==> images/clock_wires.png <==
Scale: 10 px per um.
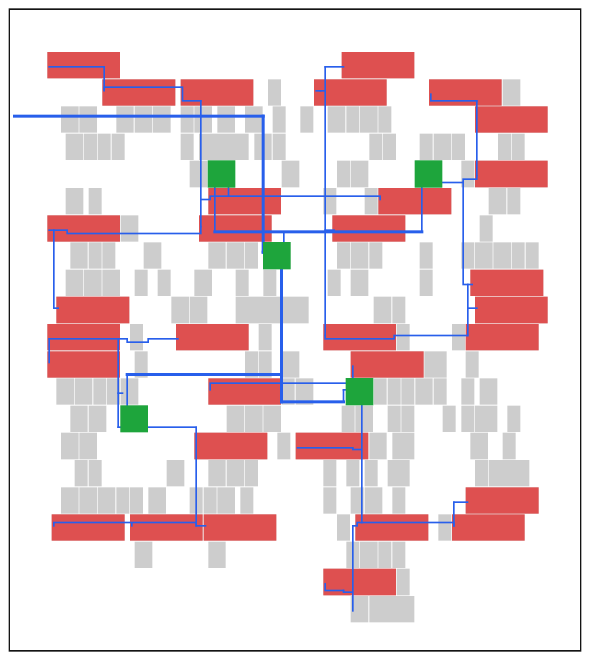
==> images/floorplan.png <==
Scale: 8 px per um. Pins as bars on the die edge.
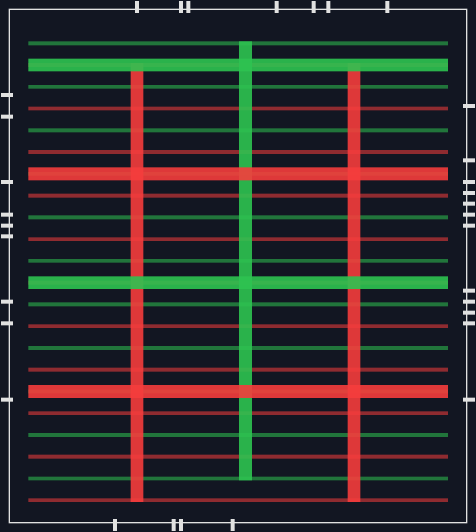
==> images/layers.png <==
Scale: 10 px per um. Only two layers are drawn.
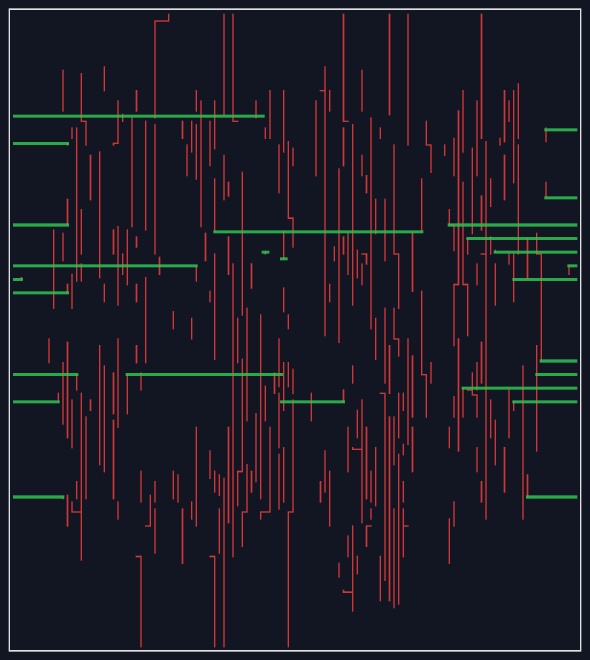
==> images/congestion_map.png <==
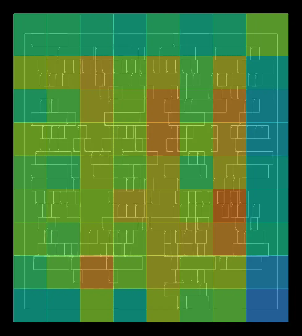
==> images/util_map.png <==
Scale: 4 px per um. 6 x 6 tiles, from white (low) to dark blue (high), 0 to 100% covered.
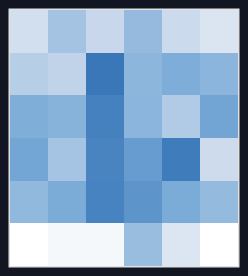
File: src/rtl/serial_sub_pkg.sv
// serial_sub_pkg: state encoding and 1-bit full-subtract equations for serial_sub_ctrl
package serial_sub_pkg;
  localparam logic [1:0] ST_IDLE  = 2'd0;
  localparam logic [1:0] ST_SHIFT = 2'd1;
  localparam logic [1:0] ST_DONE  = 2'd2;
  function automatic logic [1:0] fsub(input logic a, input logic b, input logic bin);
    return {(~a & b) | (~(a ^ b) & bin), a ^ b ^ bin};
  endfunction
endpackage

File: src/rtl/serial_sub_ctrl_if.sv
// serial_sub_ctrl_if: start/ready/busy/done operand and result bundle; zero/ovf exist only with SERIAL_SUB_FLAGS_EN
interface serial_sub_ctrl_if #(parameter int WIDTH = 8);
  logic start, bin, ready, busy, done, bout;
  logic [WIDTH-1:0] a, b, diff;
`ifdef SERIAL_SUB_FLAGS_EN
  logic zero, ovf;
  modport master (output start, a, b, bin, input ready, busy, done, diff, bout, zero, ovf);
  modport slave (input start, a, b, bin, output ready, busy, done, diff, bout, zero, ovf);
`else
  modport master (output start, a, b, bin, input ready, busy, done, diff, bout);
  modport slave (input start, a, b, bin, output ready, busy, done, diff, bout);
`endif
endinterface

File: src/rtl/full_sub_cell.sv
// full_sub_cell: combinational 1-bit full subtractor
module full_sub_cell
  import serial_sub_pkg::*;
(
  input  logic a,
  input  logic b,
  input  logic bin,
  output logic diff,
  output logic borrow
);
  always_comb {borrow, diff} = fsub(a, b, bin);
endmodule

File: src/rtl/serial_sub_ctrl.sv
// serial_sub_ctrl: bit-serial a-b-bin sequencer, LSB first; SERIAL_SUB_FLAGS_EN adds zero/ovf outputs
module serial_sub_ctrl
  import serial_sub_pkg::*;
#(
  parameter int WIDTH = 8,
  localparam int CNT_W = $clog2(WIDTH + 1)
) (
  input logic clk,
  input logic rst,
  serial_sub_ctrl_if.slave s
);
  logic [1:0] state;
  logic [WIDTH-1:0] a_sr, b_sr, diff_r;
  logic [CNT_W-1:0] cnt;
  logic borrow_r, bout_r, d, borrow_n, last;
  full_sub_cell u_cell (.a(a_sr[0]), .b(b_sr[0]), .bin(borrow_r), .diff(d), .borrow(borrow_n));
  assign last = cnt == CNT_W'(WIDTH - 1);
  assign s.ready = state == ST_IDLE;
  assign s.busy = state == ST_SHIFT;
  assign s.done = state == ST_DONE;
  assign s.diff = diff_r;
  assign s.bout = bout_r;
  always_ff @(posedge clk)
    if (rst) begin
      state <= ST_IDLE;
      a_sr <= '0;
      b_sr <= '0;
      diff_r <= '0;
      cnt <= '0;
      borrow_r <= 1'b0;
      bout_r <= 1'b0;
    end else if (state == ST_IDLE) begin
      if (s.start) begin
        a_sr <= s.a;
        b_sr <= s.b;
        borrow_r <= s.bin;
        cnt <= '0;
        diff_r <= '0;
        bout_r <= 1'b0;
        state <= ST_SHIFT;
      end
    end else if (state == ST_SHIFT) begin
      a_sr <= a_sr >> 1;
      b_sr <= b_sr >> 1;
      diff_r <= {d, diff_r[WIDTH-1:1]};
      borrow_r <= borrow_n;
      cnt <= last ? cnt : cnt + CNT_W'(1);
      bout_r <= last ? borrow_n : bout_r;
      state <= last ? ST_DONE : ST_SHIFT;
    end else begin
      state <= ST_IDLE;
    end
`ifdef SERIAL_SUB_FLAGS_EN
  logic am, bm, any_r, zero_r, ovf_r;
  assign s.zero = zero_r;
  assign s.ovf = ovf_r;
  always_ff @(posedge clk)
    if (rst) begin
      am <= 1'b0;
      bm <= 1'b0;
      any_r <= 1'b0;
      zero_r <= 1'b0;
      ovf_r <= 1'b0;
    end else if (state == ST_IDLE && s.start) begin
      am <= s.a[WIDTH-1];
      bm <= s.b[WIDTH-1];
      any_r <= 1'b0;
      zero_r <= 1'b0;
      ovf_r <= 1'b0;
    end else if (state == ST_SHIFT) begin
      any_r <= any_r | d;
      zero_r <= last ? ~(any_r | d) : zero_r;
      ovf_r <= last ? (am ^ bm) & (d ^ am) : ovf_r;
    end
`endif
endmodule
File: src/flat_wrapper.sv
// flat-port wrapper written by rule: the top's interface ports become plain ports
module serial_sub_ctrl_flat import serial_sub_pkg::*;
#(
  parameter int WIDTH = 8,
  localparam int CNT_W = $clog2(WIDTH + 1)
)
  (clk, rst, s_start, s_a, s_b, s_bin, s_ready, s_busy, s_done, s_diff, s_bout);
  serial_sub_ctrl_if #(.WIDTH(WIDTH)) s_i ();
  input logic clk;
  input logic rst;
  input wire logic [$bits(s_i.start)-1:0] s_start;
  input wire logic [$bits(s_i.a)-1:0] s_a;
  input wire logic [$bits(s_i.b)-1:0] s_b;
  input wire logic [$bits(s_i.bin)-1:0] s_bin;
  output wire logic [$bits(s_i.ready)-1:0] s_ready;
  output wire logic [$bits(s_i.busy)-1:0] s_busy;
  output wire logic [$bits(s_i.done)-1:0] s_done;
  output wire logic [$bits(s_i.diff)-1:0] s_diff;
  output wire logic [$bits(s_i.bout)-1:0] s_bout;
  assign s_i.start = s_start;
  assign s_i.a = s_a;
  assign s_i.b = s_b;
  assign s_i.bin = s_bin;
  assign s_ready = s_i.ready;
  assign s_busy = s_i.busy;
  assign s_done = s_i.done;
  assign s_diff = s_i.diff;
  assign s_bout = s_i.bout;
  serial_sub_ctrl #(.WIDTH(WIDTH)) u_core (.clk(clk), .rst(rst), .s(s_i));
endmodule
File: config.mk
export PLATFORM = sky130hd
export DESIGN_NAME = serial_sub_ctrl_flat
export DESIGN_NICKNAME = d
export VERILOG_FILES = /design/src/rtl/serial_sub_pkg.sv /design/src/rtl/serial_sub_ctrl_if.sv /design/src/rtl/full_sub_cell.sv /design/src/rtl/serial_sub_ctrl.sv /design/src/flat_wrapper.sv
export SDC_FILE = /design/constraint.sdc
export NUM_CORES = 1
export LEC_CHECK = 0
export ABC_AREA = 1
export CAP_MARGIN = 30
export CORE_AREA = 2 2 55 62
export DETAILED_ROUTE_END_ITERATION = 7
export DIE_AREA = 0 0 57 64
export DONT_BUFFER_PORTS = 1
export HOLD_SLACK_MARGIN = 0.06
export PLACE_DENSITY = 0.59
export RECOVER_POWER = 50
export SYNTH_ARGS = -nofsm -noshare
export SYNTH_HDL_FRONTEND = slang
export SYNTH_HIERARCHICAL = 1
export SYNTH_SLANG_ARGS = --single-unit
export TNS_END_PERCENT = 10
File: constraint.sdc
create_clock -name clk -period 2.05 [get_ports clk]
set_clock_uncertainty 0.05 [all_clocks]
set_input_delay 0.615 -clock clk [delete_from_list [all_inputs] [get_ports clk]]
set_output_delay 0.615 -clock clk [all_outputs]
set_load 0.005 [all_outputs]
==> CHANGELOG.md <==
### Changed

- Max Root-Sink Buffers: 2
- Residual antenna-violating net count after detailed routing: 0
- Clock-pin slew of the registers on the worst-case setup and hold paths: around 100 ps
- Area Overhead vs Synth: 0.609%
- Register Area: 641 um^2
- Fraction of standard cell area that is sequential: approximately 44%
- Register-to-Register Setup Slack: ~450 ps
- Arrival time reported for the critical path endpoint: 1170 ps
- Share of cells above drive strength 1: about 6.7%
- Dominant kind of cell by area: registers
- Flop and latch count out of synthesis: 32
- Run status: completed
- Multi-input gate area: roughly 600 um^2
- Most used DFF post-synth: dfxtp_1
- Clock group total power: 376 uW
- Total of buffers placed on input and output ports: 0
- Final Worst Setup Slack: ~210 ps
- Final GP Congestion: between 0.7 and 0.8
- Layout Nets: 216
- Mean cell area of the mapped netlist: 7.30 um^2
- Pwr dens: approximately 820 nW/um^2
- Count of cell instances traversed by the critical path: 2
- Routed metal-1 wirelength: approximately 1.2 mm
- Clock root cell: clkbuf_4
- Yosys top cell area share: 44.5%
- Maximum vdd drop: around 0.43 mV
- Net switching power: between 300 and 400 uW
- Power dissipated in combinational cells: around 130 uW
- Category of the worst setup path launch point: flop
- First-pass GRT wire length: between 4 and 5 mm
- Post-synthesis cell count: about 200
- Clock network power share: approximately a third
- Inverter count of the layout excluding clock inverters: 26
- Post-synthesis chip area from yosys: between 1000 and 1500 um^2
- Number of enable-type register cells in the synthesized netlist: 0
- Total of cells resized after clock tree synthesis: 0
- Number of warnings in the stage logs: 26
- CTS Hold Buffers Added: 0
- Post-CTS repair timing setup buffer count: 0
- Maximum number of pins on one net before global-route repair: 35
- Top fanout value on the critical path: 25
- Wire length on met3: about 190 um
- Heaviest power group: sequential cells
- List of cells traversed by the critical path: nand2_1 -> inv_4
- Fillcell total: 341
- Initial core utilization: 48.0%
- HPWL after DPL: 1.95 mm
- Sort of element at the end of the critical path: output pin
- Final cycle utilization of the critical path: between 80% and 90%
- Number of design-rule violations left by the first detailed-router iteration: 32
- Final-layout clock-cell area share: roughly 4.2%
- Worst setup startpoint: u_core/state[0]
- Max-cap viol count: 0
- Share of flip-flops with an asynchronous set or reset: 0%
- Highest Signal Layer: met4
- Inserted Diodes: 0
- Worst path max stage delay: between 400 and 500 ps
- Final setup violating endpoints: 0
- Worst hold path endpoint: u_core/s.diff[1]
- Overall power: 1180 uW
- Routed length on met2: approximately 1.4 mm
- Worst slack at placement: ~570 ps
- Die X-Extent: around 57 um
- Count of buffer and inverter cells on the critical path: 1
- Taps Inserted: 34
- Total count of max-transition violations in the final report: 0
- Final tally of hold violations: 0
- Post-synth seq share: ~45%
- CTS tree: yes
- Proportion of power drawn by flip-flops and latches: between 50% and 60%
- Buffers outside the clock class: 0
- Leakage: slightly below 0.0006 uW
- Cell depth of the worst flop-to-flop path: 6
- Min-delay src: rst
- Worst slew margin: a little under two thirds
- Vias in the first global route: roughly 1100
- Clock sink count: 32
- Cell-internal power: approximately 860 uW
- Critical path's slowest cell: dfxtp_1
- Chip area: between 3000 and 4000 um^2
- Htree depth: 2
- Post-synthesis cell type count: 20
- Most frequent standard cell in the layout excluding fill and tap cells: nand2_1
- RSZ-0062 raised after global routing: false
- Data required time of the critical path: approximately 1400 ps
Back to the opening pictures, clock_wires.png:
[red] flip-flops | count: 32
[blue] clock wires | length: 395 um
[green] clock-net drivers | count: 5
flops lie	widely spread
routed clock nets	6

Back to the opening pictures, floorplan.png:
color	net
green	VDD
red	VSS
met5 straps	4
signal pins	32

Back to the opening pictures, layers.png:
color	layer	wire length
red	M2	1380 um
green	M3	192 um
DR vias: 1184
wire length after detailed routing: 2.81 mm
GRT Total Usage: 16.2%
routed wirelength normalized by instance count: 12.3 um

Back to the opening pictures, congestion_map.png:
met1 routing resource usage after global routing: 18.3%
final core utilization: 48.3%
Most Used Layer, Global Route: met2
GR met2 Demand/Resource: 28.0%
grt met3 use: 6.68%

Back to the opening pictures, util_map.png:
fullest tile	71%
nearly empty tiles	5.6%
mean over tiles	39%
densest ninth of the die	center

==> stage by stage <==
| step | hold slack, ps | cells | cell area (um^2) |
|---|---|---|---|
| 2_1_floorplan | 389 | 197 | 1440 |
| 3_3_place_gp | 400 | 221 | 1400 |
| 3_5_place_dp | 414 | 221 | 1400 |
| 4_1_cts | 273 | 229 | 1460 |
| 5_1_grt | 263 | 229 | 1450 |
| 6_report | 288 | 229 | 1450 |
==> kinds of logic (layout without fill, tap and decap cells) <==
group	count (synthesis)	in the layout	share of synthesized area, %
simple gates	68	68	20.0
compound gates	59	59	20.5
fa+ha+maj	2	2	2.26
buf+inv	36	34	12.7
flops	32	32	44.5
==> worst reg2reg max path, cell delays in order (launching register included) <==
cell	delay (ps)
dfxtp_1	380
inv_1	80
nand2_1	150
nand2_2	350
inv_2	300
nand2_1	80
a21oi_1	140
Power and IR drop assume default switching activity.
